File: src/rtl/uart_pkg.sv
`default_nettype none
// +----------------------------------------------------------------------------+
// | Module      : uart_pkg                                                     |
// | Description : Shared constants and helpers for the FIFO-fed UART TX lane.  |
// | Revision    : 1.0                                                          |
// +----------------------------------------------------------------------------+
package uart_pkg;

    localparam int PAR_NONE = 0;
    localparam int PAR_ODD  = 1;
    localparam int PAR_EVEN = 2;

    localparam logic [2:0] c_st_idle  = 3'd0;
    localparam logic [2:0] c_st_start = 3'd1;
    localparam logic [2:0] c_st_data  = 3'd2;
    localparam logic [2:0] c_st_par   = 3'd3;
    localparam logic [2:0] c_st_stop  = 3'd4;

    // Clocks per serial bit; truncating division.
    function automatic int calc_div(input longint clk_freq, input longint baud_rate);
        return int'(clk_freq / baud_rate);
    endfunction

endpackage
`default_nettype wire

File: src/rtl/uart_tx_fifo_if.sv
`default_nettype none
// +----------------------------------------------------------------------------+
// | Module      : uart_tx_fifo_if                                              |
// | Description : Write-side handshake and line outputs of one UART TX lane.   |
// | Revision    : 1.0                                                          |
// +----------------------------------------------------------------------------+
interface uart_tx_fifo_if #(
    parameter int DATA_BITS = 8
);
    logic                 start_tx;
    logic [DATA_BITS-1:0] data_tx;
    logic                 tx_ready;
    logic                 tx_busy;
    logic                 tx_done;
    logic                 tx_overflow;
    logic                 tx_out;

    modport master (
        output start_tx, data_tx,
        input  tx_ready, tx_busy, tx_done, tx_overflow, tx_out
    );

    modport slave (
        input  start_tx, data_tx,
        output tx_ready, tx_busy, tx_done, tx_overflow, tx_out
    );
endinterface
`default_nettype wire

File: src/rtl/uart_sync_fifo.sv
`default_nettype none
// +----------------------------------------------------------------------------+
// | Module      : uart_sync_fifo                                               |
// | Description : Single-clock FIFO with wrap-bit full/empty detection.        |
// | Revision    : 1.0                                                          |
// +----------------------------------------------------------------------------+
module uart_sync_fifo #(
    parameter int WIDTH = 8,
    parameter int DEPTH = 4
) (
    input  wire logic             clk,
    input  wire logic             rst,
    input  wire logic             i_push,
    input  wire logic [WIDTH-1:0] i_wdata,
    input  wire logic             i_pop,
    output logic      [WIDTH-1:0] o_rdata,
    output logic                  o_full,
    output logic                  o_empty
);
    localparam int c_aw = $clog2(DEPTH);

    logic [c_aw:0]      r_wptr;
    logic [c_aw:0]      r_rptr;
    logic [WIDTH-1:0]   r_mem [DEPTH];
    logic               w_do_push;
    logic               w_do_pop;

    // Full when the index bits match but the lap bit differs.
    assign o_full    = (r_wptr[c_aw] != r_rptr[c_aw]) &&
                       (r_wptr[c_aw-1:0] == r_rptr[c_aw-1:0]);
    assign o_empty   = (r_wptr == r_rptr);
    assign o_rdata   = r_mem[r_rptr[c_aw-1:0]];
    assign w_do_push = i_push && !o_full;
    assign w_do_pop  = i_pop && !o_empty;

    always_ff @(posedge clk) begin
        if (rst) begin
            r_wptr <= '0;
            r_rptr <= '0;
        end else begin
            if (w_do_push) r_wptr <= r_wptr + 1'b1;
            if (w_do_pop)  r_rptr <= r_rptr + 1'b1;
        end
    end

    always_ff @(posedge clk) begin
        if (w_do_push) r_mem[r_wptr[c_aw-1:0]] <= i_wdata;
    end

endmodule
`default_nettype wire

File: src/rtl/uart_tx_fifo.sv
`default_nettype none
// +----------------------------------------------------------------------------+
// | Module      : uart_tx_fifo                                                 |
// | Description : Parametrised UART transmitter fed by a small write FIFO.     |
// | Revision    : 1.0                                                          |
// +----------------------------------------------------------------------------+
module uart_tx_fifo
    import uart_pkg::*;
#(
    parameter int CLK_FREQ   = 50000000,
    parameter int BAUD_RATE  = 9600,
    parameter int DATA_BITS  = 8,
    parameter int PARITY     = 0,
    parameter int STOP_BITS  = 1,
    parameter int FIFO_DEPTH = 4
) (
    input wire logic     clk,
    input wire logic     rst,
    uart_tx_fifo_if.slave tx_if
);
    localparam int c_div    = calc_div(CLK_FREQ, BAUD_RATE);
    localparam int c_baud_w = (c_div > 2) ? $clog2(c_div) : 1;

    if (c_div < 2) begin : g_bad_div
        $error("uart_tx_fifo: CLK_FREQ/BAUD_RATE must be at least 2");
    end
    if (DATA_BITS < 5 || DATA_BITS > 9) begin : g_bad_data_bits
        $error("uart_tx_fifo: DATA_BITS must be 5..9");
    end
    if (PARITY != PAR_NONE && PARITY != PAR_ODD && PARITY != PAR_EVEN) begin : g_bad_parity
        $error("uart_tx_fifo: PARITY must be 0, 1 or 2");
    end
    if (STOP_BITS != 1 && STOP_BITS != 2) begin : g_bad_stop_bits
        $error("uart_tx_fifo: STOP_BITS must be 1 or 2");
    end
    if (FIFO_DEPTH < 2 || (FIFO_DEPTH & (FIFO_DEPTH - 1)) != 0) begin : g_bad_depth
        $error("uart_tx_fifo: FIFO_DEPTH must be a power of 2, at least 2");
    end
    if ($bits(tx_if.data_tx) != DATA_BITS) begin : g_bad_if_width
        $error("uart_tx_fifo: interface DATA_BITS does not match module DATA_BITS");
    end

    logic [2:0]           r_state;
    logic [c_baud_w-1:0]  r_baud;
    logic [3:0]           r_bit;
    logic [DATA_BITS-1:0] r_shift;
    logic                 r_par;
    logic                 r_tx_out;
    logic                 r_done_pend;
    logic                 r_done;

    logic                 w_full;
    logic                 w_empty;
    logic [DATA_BITS-1:0] w_rdata;
    logic                 w_push;
    logic                 w_pop;
    logic                 w_baud_last;
    logic                 w_data_last;
    logic                 w_stop_last;
    logic                 w_frame_end;
    logic                 w_line;

    assign w_push      = tx_if.start_tx && !w_full;
    assign w_baud_last = (r_baud == c_baud_w'(c_div - 1));
    assign w_data_last = (r_bit == 4'(DATA_BITS - 1));
    assign w_stop_last = (r_bit == 4'(STOP_BITS - 1));
    assign w_frame_end = (r_state == c_st_stop) && w_baud_last && w_stop_last;
    // The last stop-bit cycle reloads directly so frames run back to back.
    assign w_pop       = ((r_state == c_st_idle) || w_frame_end) && !w_empty;

    uart_sync_fifo #(
        .WIDTH (DATA_BITS),
        .DEPTH (FIFO_DEPTH)
    ) u_fifo (
        .clk     (clk),
        .rst     (rst),
        .i_push  (w_push),
        .i_wdata (tx_if.data_tx),
        .i_pop   (w_pop),
        .o_rdata (w_rdata),
        .o_full  (w_full),
        .o_empty (w_empty)
    );

    always_comb begin
        w_line = 1'b1;
        case (r_state)
            c_st_start: w_line = 1'b0;
            c_st_data:  w_line = r_shift[0];
            c_st_par:   w_line = r_par;
            default:    w_line = 1'b1;
        endcase
    end

    always_ff @(posedge clk) begin
        if (rst) begin
            r_state     <= c_st_idle;
            r_baud      <= '0;
            r_bit       <= '0;
            r_shift     <= '0;
            r_par       <= 1'b0;
            r_tx_out    <= 1'b1;
            r_done_pend <= 1'b0;
            r_done      <= 1'b0;
        end else begin
            // The line is registered one cycle behind the state, so done is too.
            r_tx_out    <= w_line;
            r_done_pend <= w_frame_end;
            r_done      <= r_done_pend;

            if (r_state == c_st_idle) begin
                r_baud <= '0;
            end else begin
                r_baud <= w_baud_last ? '0 : r_baud + 1'b1;
            end

            if (w_pop) begin
                r_shift <= w_rdata;
                r_par   <= (^w_rdata) ^ (PARITY == PAR_ODD);
            end

            case (r_state)
                c_st_idle: begin
                    if (!w_empty) r_state <= c_st_start;
                end
                c_st_start: begin
                    if (w_baud_last) begin
                        r_state <= c_st_data;
                        r_bit   <= '0;
                    end
                end
                c_st_data: begin
                    if (w_baud_last) begin
                        r_shift <= r_shift >> 1;
                        if (w_data_last) begin
                            r_state <= (PARITY != PAR_NONE) ? c_st_par : c_st_stop;
                            r_bit   <= '0;
                        end else begin
                            r_bit <= r_bit + 4'd1;
                        end
                    end
                end
                c_st_par: begin
                    if (w_baud_last) begin
                        r_state <= c_st_stop;
                        r_bit   <= '0;
                    end
                end
                c_st_stop: begin
                    if (w_baud_last) begin
                        if (w_stop_last) begin
                            r_state <= w_empty ? c_st_idle : c_st_start;
                            r_bit   <= '0;
                        end else begin
                            r_bit <= r_bit + 4'd1;
                        end
                    end
                end
                default: r_state <= c_st_idle;
            endcase
        end
    end

    assign tx_if.tx_ready    = !w_full;
    assign tx_if.tx_busy     = (r_state != c_st_idle);
    assign tx_if.tx_done     = r_done;
    assign tx_if.tx_overflow = tx_if.start_tx && w_full;
    assign tx_if.tx_out      = r_tx_out;

endmodule
`default_nettype wire

File: src/flat_wrapper.sv
// flat-port wrapper written by rule: the top's interface ports become plain ports
module uart_tx_fifo_flat import uart_pkg::*;
#(
    parameter int CLK_FREQ   = 50000000,
    parameter int BAUD_RATE  = 9600,
    parameter int DATA_BITS  = 8,
    parameter int PARITY     = 0,
    parameter int STOP_BITS  = 1,
    parameter int FIFO_DEPTH = 4
)
  (clk, rst, tx_if_start_tx, tx_if_data_tx, tx_if_tx_ready, tx_if_tx_busy, tx_if_tx_done, tx_if_tx_overflow, tx_if_tx_out);
  uart_tx_fifo_if #(.DATA_BITS(DATA_BITS)) tx_if_i ();
  input wire logic clk;
  input wire logic rst;
  input wire logic [$bits(tx_if_i.start_tx)-1:0] tx_if_start_tx;
  input wire logic [$bits(tx_if_i.data_tx)-1:0] tx_if_data_tx;
  output wire logic [$bits(tx_if_i.tx_ready)-1:0] tx_if_tx_ready;
  output wire logic [$bits(tx_if_i.tx_busy)-1:0] tx_if_tx_busy;
  output wire logic [$bits(tx_if_i.tx_done)-1:0] tx_if_tx_done;
  output wire logic [$bits(tx_if_i.tx_overflow)-1:0] tx_if_tx_overflow;
  output wire logic [$bits(tx_if_i.tx_out)-1:0] tx_if_tx_out;
  assign tx_if_i.start_tx = tx_if_start_tx;
  assign tx_if_i.data_tx = tx_if_data_tx;
  assign tx_if_tx_ready = tx_if_i.tx_ready;
  assign tx_if_tx_busy = tx_if_i.tx_busy;
  assign tx_if_tx_done = tx_if_i.tx_done;
  assign tx_if_tx_overflow = tx_if_i.tx_overflow;
  assign tx_if_tx_out = tx_if_i.tx_out;
  uart_tx_fifo #(.CLK_FREQ(CLK_FREQ), .BAUD_RATE(BAUD_RATE), .DATA_BITS(DATA_BITS), .PARITY(PARITY), .STOP_BITS(STOP_BITS), .FIFO_DEPTH(FIFO_DEPTH)) u_core (.clk(clk), .rst(rst), .tx_if(tx_if_i));
endmodule
File: config.mk
export PLATFORM = sky130hd
export DESIGN_NAME = uart_tx_fifo_flat
export DESIGN_NICKNAME = d
export VERILOG_FILES = /design/src/rtl/uart_pkg.sv /design/src/rtl/uart_tx_fifo_if.sv /design/src/rtl/uart_sync_fifo.sv /design/src/rtl/uart_tx_fifo.sv /design/src/flat_wrapper.sv
export SDC_FILE = /design/constraint.sdc
export NUM_CORES = 1
export LEC_CHECK = 0
export CAP_MARGIN = 0
export CORE_ASPECT_RATIO = 0.6
export CORE_MARGIN = 2
export CORE_UTILIZATION = 62
export DETAILED_ROUTE_END_ITERATION = 10
export DONT_BUFFER_PORTS = 1
export GPL_TIMING_DRIVEN = 0
export PLACE_DENSITY = 0.8
export SYNTH_ARGS = -nofsm -noshare
export SYNTH_HDL_FRONTEND = slang
export SYNTH_SLANG_ARGS = --single-unit
File: constraint.sdc
create_clock -name clk -period 2.1 [get_ports clk]
set_input_delay 0.21 -clock clk [delete_from_list [all_inputs] [get_ports clk]]
set_output_delay 0.21 -clock clk [all_outputs]
set_load 0.02 [all_outputs]
### Close-up of the layout, run 1

Window x 62 to 82, y 35 to 55 microns. Cells in gray, sequential cells in the stronger gray; small squares are vias.
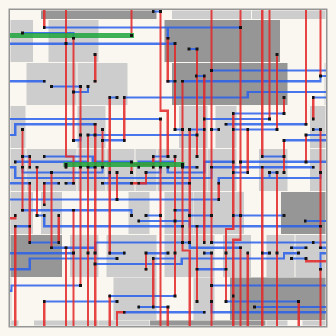
Key: met1 = blue; met2 = red; met3 = green
Netlist names of flops here include u_core.r_shift (2), u_core.r_par (1). 31 logic cells have their middle in the window. Most frequent: nand3_1 (5), nor2_1 (5). Sequential cells in the window: 3.

### Cell placement, run 1

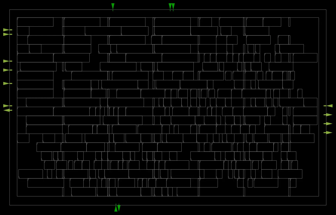
utilization after layout: 72.3%
final cell count without fillers: 370
total number of tap cells: 66

==> CHANGELOG.md, run 1 <==
### Metrics

* Combinational gates at 186
* Met3 routed wirelength at 497 microns
* Cell Int Power at roughly 2.9 mW
* Commonest non-fill, non-tap cells in the layout: sky130_fd_sc_hd__dfxtp_1, sky130_fd_sc_hd__edfxtp_1, sky130_fd_sc_hd__nor2_1
* Synthesized area at 3190 sq um
* Biggest area contributors in the synthesized netlist: sky130_fd_sc_hd__edfxtp_1, sky130_fd_sc_hd__dfxtp_1, sky130_fd_sc_hd__mux4_2
* Global router's overall resource usage at between 20% and 30%
* Origin of the worst setup path: u_core.r_baud[0]
* Post-synthesis net count at 299
* Cts hold-fix bufs at 8
* Worst setup path category: reg2reg
* Signal arrival time at the worst endpoint at roughly 2300 ps
* Placement Rows at 20
* Post-layout minimum cycle time at between 1500 and 2000 ps
* Power consumed by sequential cells at 1.78 mW
* DRC violations left at 0
* Max incr delay on CP at roughly 340 ps
* Crit Reg-Reg Startpoint: u_core.r_baud[0]
* Share of cell area taken by flip-flops and latches at 48.8%
* Total detailed-routing wirelength at around 6500 microns
* Synth warn at 0
* Final number of max-transition violations at 0
* Total number of vias at 2188
* Clock buffer cells at 9
* Drt via density at 5.91
* Nets@finish at approximately 320
* Log Warnings at 30
* Gate Count Post-Synth at 280
* Setup slack, reg-to-reg at 120 ps
* Global routing usage on met1 at 35.5%
* Worst IR drop on VDD at between 0.0006 and 0.0007 V
* Terminus of the critical flop-to-flop path: u_core.r_shift[4]
* Syn avg cell area at 11.4 sq um
* Met2 WL post-DR at just under 3000 microns
* Number of DRC violations after detailed-routing iteration 0 at around 170
* Global-route track usage on met3 at around a tenth
* First-pass GRT wire length at about 11000 microns
* Clock tree from TritonCTS: yes
* Drt pass-1 iters at 4
* Number of post-CTS setup repair buffers at 0
* Required time of the critical path at between 2000 and 2500 ps
* Final count of hold timing violations at 0
* Flops at 72
* Kind of end point of the critical path: flop
* Critical path startpoint category: flop
* Remaining antenna violation count after routing at 0
* Synth top cell by count: sky130_fd_sc_hd__dfxtp_1
* Count of antenna diodes in the layout at 0
* Cell count after placement at 346
* Worst hold path endpoint: u_core.u_fifo.r_wptr[1]
* Transition time at the pin with the least slew margin at slightly below 600 ps
* Total CTS buffers at 9
* Most frequently used flop master after synthesis: sky130_fd_sc_hd__dfxtp_1
* Sequential element share of the synthesized area at 55.3%
* Worst Setup Slack post-DPL at -111 ps
* FFs w/ async S/R, synth at 0%
* Area-dominant cell class after layout: sequential cells
* Ys flops at 72
* Share of total power in sequential cells at about 40%
* Clock Power Share at 24.7%
* Flip-flops with a built-in enable at 32
* Number of cells traversed by the worst hold path at 2
* Initial antenna violation count at 0
* Number of port buffers at 0
* Combinational share of cell area at 37.9%
* Critical-path top delay cell: sky130_fd_sc_hd__dfxtp_2
* Highest fanout seen on the critical path at 10
* Switching share of power at a little over a third
* Achievable clock frequency at slightly above 500 MHz
* Number of clock sinks seen by CTS at 72
* Longest Clk Path Bufs at 2
* Count of fill cells added during filler insertion at 360
* Outcome: completed
* Clock-cell share of area at 5.61%
* Chip footprint at 5750 sq um
### Placement density heat map, run 1

10 x 6 tiles, from white (low) to dark blue (high), 0 to 100% covered.
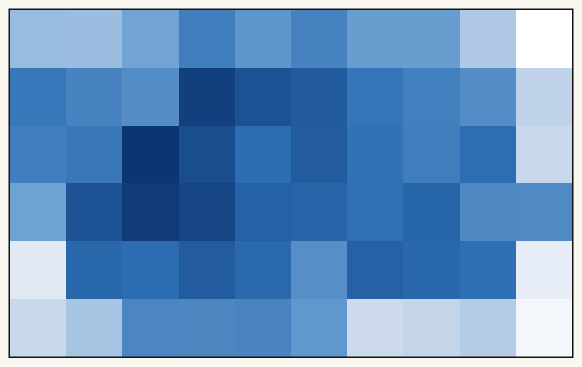
1.7% of the tiles are nearly empty. 33% of the tiles are over 75% full. The fullest tile reaches 97%. The mean over all tiles is 61%.
core box area: 5000 sq um
initial core utilization: 63.7%

### Cell sizes after repair, run 1

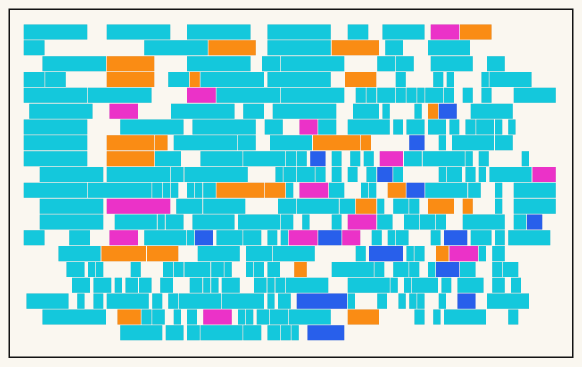
Key: drive 2 = orange [cells 25, most used mux4_2]; drive 3 to 4 = blue [cells 14, most used buf_4]; drive 1 or less = cyan [cells 251, most used dfxtp_1]; drive 6 and up = magenta [cells 14, most used clkbuf_8]
Syn-to-layout area delta: 13.4%
buffers outside the clock class: 22
final worst-path setup slack: 121 ps
Finished Cell Area: 3620 sq um

[run 1: state kept, by name, indices dropped and copies added, names as in the netlist, named ones only]
signal                cells
u_core.r_bit              4
u_core.r_state            3
u_core.r_done_pend        1
u_core.tx_if.tx_out       1
u_core.tx_if.tx_done      1
u_core.u_fifo.r_mem      32
u_core.r_shift            8
u_core.u_fifo.r_wptr      3
u_core.r_baud            13
u_core.r_par              1
u_core.u_fifo.r_rptr      3
[run 1: cell families after synthesis]
group                    Yosys count  synth area share, %
flip-flops                        72                 55.3
AND-OR/OR-AND                     54                 10.8
XOR/XNOR                          19                 5.22
buffers and inverters             22                 3.45
multiplexers                       8                 5.65
adder cells (fa/ha/maj)            8                 3.14
AND/OR/NAND/NOR                   97                 16.5
==> inputs of run 2 (changes only) <==
CORE_MARGIN = 3   (was 2)
==> run 2 against run 1 <==
  * Sequential power is essentially flat
  * Via count up 3.3%
  * Total power down 2.6%
  * Critical path depth fell by 2
  * Sequential cell count stayed put
  * Largest cell class unchanged
  * Cell area decreased by 1.3%
  * Utilization increased by 2.8 points
  * Die size grew 5.5%
  * Critical endpoint is now u_core.r_bit[2]
  * Wire length grew 1.3%
==> CHANGELOG.md, run 2 <==
### Metrics

* Detail-routed net length per standard cell at 17.9 microns (was 17.6 microns)
* Global-route track usage on met3 at 7.92% (was 10.3%)
* Horizontal extent of the die at 98.6 microns (was 96.6 microns)
* Placement Rows at 19 (was 20)
* Flops at 72 (unchanged)
* Synthesized area at 3190 sq um (unchanged)
* Switching share of power at 35.7% (was 34.8%)
* Synth top cell by count: sky130_fd_sc_hd__dfxtp_1 (unchanged)
* Total number of vias at 2261 (was 2188)
* Outcome: completed (unchanged)
* Flip-flops with a built-in enable at 32 (unchanged)
* Highest fanout seen on the critical path at 10 (unchanged)
* Number of post-CTS setup repair buffers at 1 (was 0)
* Worst setup path category: reg2reg (unchanged)
* Number of port buffers at 0 (unchanged)
* FFs w/ async S/R, synth at 0% (unchanged)
* Required time of the critical path at 2380 ps (was 2370 ps)
* Synth warn at 0 (unchanged)
* Number of flip-flops in the largest register at 32 (unchanged)
* Met2 WL post-DR at 2690 microns (was 2990 microns)
* First-pass GRT wire length at 10700 microns (was 10500 microns)
* Ys flops at 72 (unchanged)
* Buffers outside the clock class at 23 (was 22)
* Post-layout minimum cycle time at 2050 ps (was 1980 ps)
* Worst IR drop on VDD at 0.000709 V (was 0.000667 V)
* Share of total power in sequential cells at 40.9% (was 39.7%)
* Net switching power figure at 1.56 mW (about the same)
* Share of synthesized area spent on multiplexers at 5.65% (unchanged)
* And-or/or-and share of the synthesized area at 10.8% (unchanged)
* Total CTS buffers at 9 (unchanged)
* Clock tree skew after final layout at 9.56 ps (was 12.7 ps)
* Total number of tap cells at 63 (was 66)
* Gate Count Post-Synth at 280 (unchanged)
* Post-synthesis share of cell area spent on full adders, half adders and majority gates at 3.14% (unchanged)
* Drt via density at 6.14 (was 5.91)
* Remaining antenna violation count after routing at 0 (unchanged)
* Chip footprint at 6070 sq um (was 5750 sq um)
* Combinational share of cell area at 38.0% (was 37.9%)
* Met3 routed wirelength at 515 microns (was 497 microns)
* Syn-to-layout area delta at 12.0% (was 13.4%)
* Commonest non-fill, non-tap cells in the layout: sky130_fd_sc_hd__dfxtp_1, sky130_fd_sc_hd__edfxtp_1, sky130_fd_sc_hd__nor2_1 (unchanged)
* Utilization after layout at 75.1% (was 72.3%)
* Clock buffer cells at 10 (was 9)
* Post-synthesis net count at 299 (unchanged)
* Signal arrival time at the worst endpoint at 2320 ps (was 2250 ps)
* Kind of end point of the critical path: flop (unchanged)
* Longest Clk Path Bufs at 2 (unchanged)
* Top-area cell type share of the netlist area at 30.1% (unchanged)
* Critical-path top delay cell: sky130_fd_sc_hd__or4_1 (was sky130_fd_sc_hd__dfxtp_2)
* Cts hold-fix bufs at 8 (unchanged)
* Worst Setup Slack post-DPL at -111 ps (about the same)
* Synthesized-area fraction occupied by xor and xnor cells at 5.22% (unchanged)
* Io pins at 16 (unchanged)
* Global routing usage on met1 at 35.0% (was 35.5%)
* Initial antenna violation count at 0 (unchanged)
* Initial core utilization at 67.1% (was 63.7%)
* Number of gates resized after CTS at 3 (was 5)
* Combinational gates at 186 (unchanged)
* Final worst-path setup slack at 54.7 ps (was 121 ps)
* Final count of hold timing violations at 0 (unchanged)
* Power consumed by sequential cells at 1.78 mW (about the same)
* Clock-cell share of area at 4.63% (was 5.61%)
* Max incr delay on CP at 570 ps (was 340 ps)
* Final number of max-transition violations at 0 (unchanged)
* Most frequently used flop master after synthesis: sky130_fd_sc_hd__dfxtp_1 (unchanged)
* Biggest area contributors in the synthesized netlist: sky130_fd_sc_hd__edfxtp_1, sky130_fd_sc_hd__dfxtp_1, sky130_fd_sc_hd__mux4_2 (unchanged)
* Total detailed-routing wirelength at 6590 microns (was 6500 microns)
* Critical path startpoint category: flop (unchanged)
* Area-dominant cell class after layout: sequential cells (unchanged)
* Achievable clock frequency at 489 MHz (was 505 MHz)
* Clock Power Share at 21.3% (was 24.7%)
* Main logic family: simple AND/OR/NAND/NOR gates (unchanged)
* Cell Int Power at 2.80 mW (was 2.92 mW)
* Number of DRC violations after detailed-routing iteration 0 at 288 (was 167)
* Transition time at the pin with the least slew margin at 569 ps (was 577 ps)
* Count of antenna diodes in the layout at 0 (unchanged)
* Cell count after placement at 343 (was 346)
* Sequential element share of the synthesized area at 55.3% (unchanged)
* Finished Cell Area at 3570 sq um (was 3620 sq um)
* Global router's overall resource usage at 23.4% (was 25.7%)
* DRC violations left at 0 (unchanged)
==> run 2: path summary, 6_finish.rpt <==
kind,start,endpoint,slack [ps],cells after the start
setup / recovery,u_core.r_state[2],u_core.r_bit[2],50,5
hold / removal,tx_if_start_tx,u_core.u_fifo.r_wptr[1],20,2
setup reg to reg,u_core.r_state[2],u_core.r_bit[2],50,5
hold reg to reg,u_core.r_done_pend,u_core.tx_if.tx_done,450,1
==> run 2: cell families (layout without fill, tap and decap cells) <==
group / Yosys count / in the layout
xor+xnor: 19 / 19
buf+inv: 22 / 47
mux: 8 / 8
fa+ha+maj: 8 / 8
flops: 72 / 72
simple gates: 97 / 97
compound gates: 54 / 54
### Close-up of the layout, run 2

Window x 64 to 84, y 36 to 56 microns. Cells in gray, sequential cells in the stronger gray; small squares are vias.
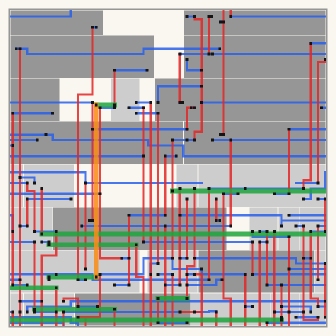
Key: met1 = blue; met2 = red; met3 = green; met4 = orange
24 logic cells have their middle in the window. Sequential cells in the window: 10. Netlist names of flops here include u_core.u_fifo.r_mem (8), u_core.r_shift (2). Most frequent: edfxtp_1 (8), xnor2_1 (3).

### Cell placement, run 2

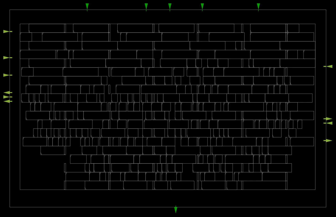
core box area: 4750 sq um
final cell count without fillers: 368
share of cell area taken by flip-flops and latches: 49.4%

==> inputs of run 3 (changes only) <==
CORE_MARGIN = 1   (was 3)
==> run 3 against run 2 <==
  * Clock power grew 23%
  * Setup slack lost 26 ps
  * Maximum frequency shrank 1.2%
  * Register-to-register slack lost 30 ps
  * Worst hold slack gained 17 ps
  * Wire length shrank 4.5%
  * Critical path depth grew 2
  * Final cell count shrank 0.82%
  * Largest power group unchanged
==> CHANGELOG.md, run 3 <==
### Metrics

* Outcome: completed (unchanged)
* Required time of the critical path at 2350 ps (was 2380 ps)
* Highest fanout seen on the critical path at 10 (unchanged)
* Signal arrival time at the worst endpoint at 2320 ps (about the same)
* Syn-to-layout area delta at 12.1% (was 12.0%)
* Worst hold path endpoint: u_core.u_fifo.r_wptr[1] (unchanged)
* Terminus of the critical flop-to-flop path: u_core.r_shift[4] (was u_core.r_bit[2])
* Origin of the worst setup path: u_core.r_baud[0] (was u_core.r_state[2])
* Number of cells traversed by the worst hold path at 2 (unchanged)
* Syn avg cell area at 11.4 sq um (unchanged)
* Number of clock sinks seen by CTS at 72 (unchanged)
* Post-synthesis share of cell area spent on full adders, half adders and majority gates at 3.14% (unchanged)
* Met3 routed wirelength at 437 microns (was 515 microns)
* Final cell count without fillers at 365 (was 368)
* Count of antenna diodes in the layout at 0 (unchanged)
* Clock tree from TritonCTS: yes (unchanged)
* Share of total power in sequential cells at 39.6% (was 40.9%)
* Achievable clock frequency at 483 MHz (was 489 MHz)
* Nets@finish at 317 (was 319)
* FFs w/ async S/R, synth at 0% (unchanged)
* Clock Power Share at 25.4% (was 21.3%)
* Drt pass-1 iters at 5 (unchanged)
* Kind of end point of the critical path: flop (unchanged)
* Critical path startpoint category: flop (unchanged)
* Synthesized area at 3190 sq um (unchanged)
* Placement Rows at 19 (unchanged)
* Most frequently used flop master after synthesis: sky130_fd_sc_hd__dfxtp_1 (unchanged)
* Final number of max-transition violations at 0 (unchanged)
* Drt via density at 6.17 (was 6.14)
* Crit Reg-Reg Startpoint: u_core.r_baud[0] (was u_core.r_state[2])
* Worst setup path category: reg2reg (unchanged)
* Initial antenna violation count at 0 (unchanged)
* Biggest area contributors in the synthesized netlist: sky130_fd_sc_hd__edfxtp_1, sky130_fd_sc_hd__dfxtp_1, sky130_fd_sc_hd__mux4_2 (unchanged)
* Post-layout minimum cycle time at 2070 ps (was 2050 ps)
* Critical path destination: u_core.r_shift[4] (was u_core.r_bit[2])
* Flip-flops with a built-in enable at 32 (unchanged)
* Power consumed by sequential cells at 1.78 mW (about the same)
* Number of DRC violations after detailed-routing iteration 0 at 226 (was 288)
* Synth top cell by count: sky130_fd_sc_hd__dfxtp_1 (unchanged)
* Clock tree skew after final layout at 6.81 ps (was 9.56 ps)
* Met2 WL post-DR at 2500 microns (was 2690 microns)
* Cts hold-fix bufs at 8 (unchanged)
* Top-area cell type share of the netlist area at 30.1% (unchanged)
* Gate Count Post-Synth at 280 (unchanged)
* Post-synthesis share of cell area spent on and, or, nand and nor gates at 16.5% (unchanged)
* Setup slack, reg-to-reg at 30 ps (was 50 ps)
* DRC violations left at 0 (unchanged)
* Finished Cell Area at 3570 sq um (about the same)
* Global routing usage on met1 at 40.7% (was 35.0%)
* Core box area at 4750 sq um (unchanged)
* Log Warnings at 31 (was 30)
* Total number of vias at 2253 (was 2261)
* Global-route track usage on met3 at 8.53% (was 7.92%)
* Io pins at 16 (unchanged)
* Sequential element share of the synthesized area at 55.3% (unchanged)
* Main logic family: simple AND/OR/NAND/NOR gates (unchanged)
* And-or/or-and share of the synthesized area at 10.8% (unchanged)
* Worst Setup Slack post-DPL at -56.5 ps (was -111 ps)
* Final count of hold timing violations at 0 (unchanged)
* Min-Delay Startpoint: tx_if_start_tx (unchanged)
-- run 3: cell counts after synthesis --
No cell type changed its count.
-- run 3: cell type report --
class | count | area, sq um
multi-input combinational | 186 | 1340
fill | 310 | 1180
tap | 63 | 78.8
clock inverter | 5 | 73.8
timing repair buffer | 8 | 80.1
buffer | 13 | 81.3
clock buffer | 10 | 128
sequential | 72 | 1760
inverter | 8 | 30.0
-- run 3: cell families (layout without fill, tap and decap cells) --
kind of cell / count (synthesis) / in the layout
and+or+nand+nor: 97 / 97
AOI/OAI and AO/OA: 54 / 54
xor gates and xnor gates: 19 / 19
adders and majority gates: 8 / 8
DFF: 72 / 72
buffers and inverters: 22 / 44
muxes: 8 / 8
### Pin map, run 3

The bar under the picture is 20 microns long. Pins as bars across the die edge, other pins in gray.
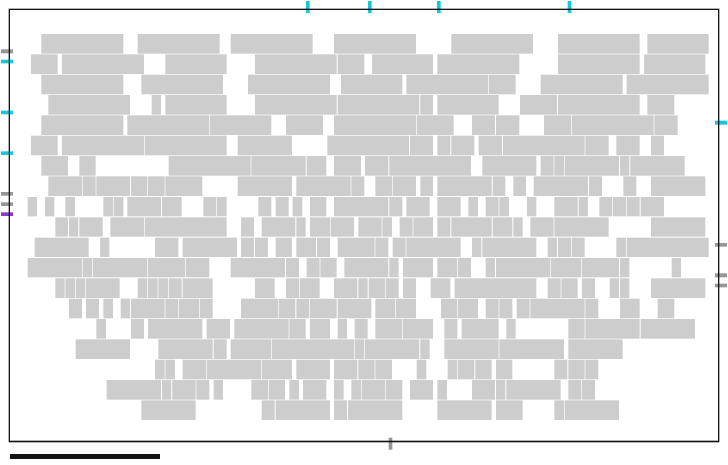
Key: tx_if_data_tx = cyan [pins 8, direction input, edge 4 north, 3 west, 1 east]; tx_if_tx_ready = purple [pins 1, direction output, edge west]
horizontal extent of the die: 94.6 microns
Die Height: 57.5 microns
number of port buffers: 0

### Placement density heat map, run 3

9 x 6 tiles, from white (low) to dark blue (high), 0 to 100% covered.
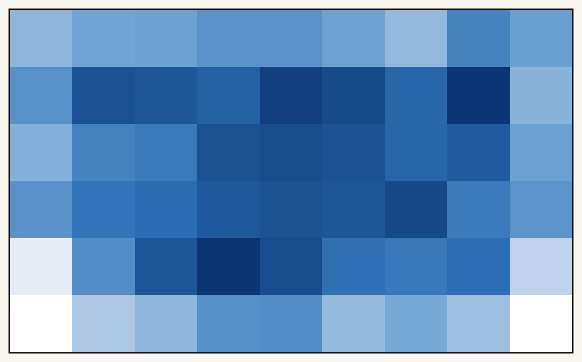
The densest ninth of the die: center. 3.7% of the tiles are nearly empty. The emptiest ninth of the die: south-west.
utilization after layout: 75.2%
initial core utilization: 67.1%

Power figures rest on the tool's default switching activity, not on a simulated workload.
